Design dmem_arbiter_flat, sky130hd; sources not shown.
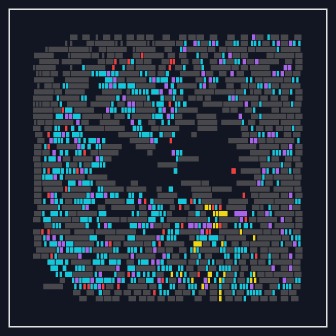
gate_families.png
[purple] inverting AOI/OAI gates | cells: 117 | where: spread over the die
[red] inverters | cells: 45
[cyan] NAND gates | cells: 422 | where: spread over the die
[yellow] NOR gates | cells: 25
Layout Cells excl Fill: 1300
logic share of the area: 26.86%
Commonest Layout Cell: clkdlybuf4s50_1

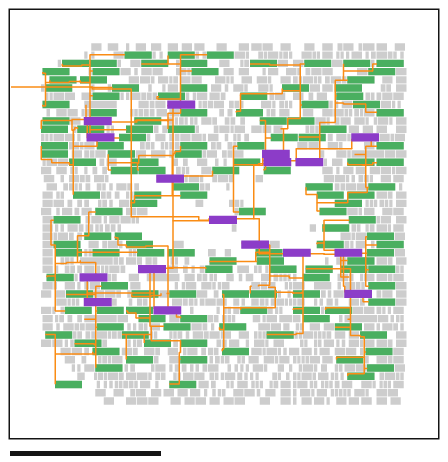
clock_map.png
Bar = 50 µm.
[orange] clock wires | length: 1740 µm
[green] flip-flops | count: 142
[purple] cells driving clock nets | count: 17
routed clock nets: 18
Layout Skew: 0.007094 ns
Clk power: 1.15 mW
Late-Pin Clk Latency: 0.41 ns
clock share of power: 26.6%

==> summary.txt <==
status: complete, no violations
worst reg2reg path depth: 17
RSZ-0062 raised after global routing: false
initial antenna violation count: 0
yosys stat area: 6779 µm²
Rel. slew slack: 25.45%
TNS Setup: 0 ns
flops out of synthesis: 142
Logic family by area: simple AND/OR/NAND/NOR gates
Startpoint Class: input pin
Site Rows: 44
Final Wtd Congestion: 0.9102
final hold vios: 0
Critical Path RT: 6.61 ns
Layout Nets: 1269
root buffer cell: clkbuf_16
Core ar.: 14480 µm²
dpl cells: 1268
xor/xnor share: 0%
crit end category: flip-flop
flop2flop setup slack: 2.42 ns
Seq. cell area: 3553 µm²
Area Growth Syn to Fin: 55.57%
DR WL/cell: 18.83 µm
count of filler cells inserted in the layout: 1055
Max IR drop VDD: 0.4781 mV
vias per cell: 5.116
total track usage: 24.42%
Ys Warns: 6
Hold Path Class: reg -> reg
final setup vio count: 0
grt total ovfl: 0
post-CTS setup buffer count: 0
I/O pins: 302
FP Util: 46.82%
largest net degree at the start of global routing: 95
CP most frequent cell: nand2_1
number of H-tree levels: 4
cell depth of the worst setup path: 15
first-pass GRT wire length: 37760 µm
Slew @ Worst Pin: 1.115 ns
WL final: 24480 µm
cells after synthesis: 813
cts repair resizes: 0
layout cell share with drive strength beyond 1: 9.409%
==> cell type report <==
| class | count | share of cell area, % |
|---|---|---|
| Tap cell | 184 | 2.183 |
| Sequential cell | 142 | 33.69 |
| Clock buffer | 18 | 4.164 |
| Multi-Input combinational cell | 587 | 26.86 |
| Clock inverter | 14 | 2.254 |
| Inverter | 45 | 1.625 |
| Timing Repair Buffer | 310 | 29.22 |
==> worst register-to-register path, stage by stage (launching register included) <==
cell and delay (ns):
dfrtp_1 0.37, nor2_1 0.15, nand2_1 0.12, inv_1 0.18, nand2_1 0.12, a21oi_4 0.61, inv_4 0.40, nand2_1 0.16
nand2_1 0.06, nor2_1 0.11, nand2_1 0.10, nor2_4 0.15, nand3_2 0.12, nand2_2 0.10, nand2_4 0.19, nand2_2 0.58
nand2_1 0.16, nand2_1 0.10
==> metrics by stage <==
step	cell area [µm²]	power [mW]	setup slack, ns	hold WS (ns)
2_1_floorplan	6854	2.674	3.402	0.4589
3_3_place_gp	9869	3.165	1.633	0.4779
3_5_place_dp	9869	3.193	1.511	0.4833
4_1_cts	10550	4.360	1.874	0.4974
5_1_grt	10550	4.530	1.612	0.5277
6_report	10550	4.335	1.848	0.4964
==> per-layer routing <==
metal	vias up	track usage, %	routed length, µm
met2	269	41.43	12530
met4	0	8.230	672
met1	3168	26.21	9131
met3	42	8.411	2145
li1	3172	-	-
met5	-	-	0
==> synthesized netlist by cell type <==
library cell,instances,area (µm²)
o21ai_0,69,345.3
o21ai_1,2,10.01
dfrtp_1,142,3553
nand3_1,81,405.4
buf_6,9,101.4
buf_2,2,10.01
or2_2,1,6.260
a22oi_1,1,7.510
nor2_4,2,22.52
nand4_1,2,12.51
clkbuf_1,30,112.6
nand2_2,4,25.02
nor3_1,1,5.000
conb_1,1,3.750
nand2_1,285,1070
inv_4,1,6.260
o21a_1,1,7.510
nor2_1,21,78.83
nor2_2,1,6.260
o21bai_1,1,7.510
inv_1,44,165.2
a21oi_1,44,220.2
buf_1,11,41.29
nand3_2,49,490.5
buf_4,7,52.55
nand4_2,1,12.51
==> where the power goes <==
group	internal, mW	switching [mW]
Sequential	1.05	0.107
Clock	0.758	0.393
Combinational	0.474	1.55
==> cells by family (layout without fill, tap and decap cells) <==
family / count (synthesis) / after routing
compound gates: 118 / 118
flops: 142 / 142
buf+inv: 104 / 387
other cells: 1 / 21
simple gates: 448 / 448
Power figures rest on the tool's default switching activity, not on a simulated workload.
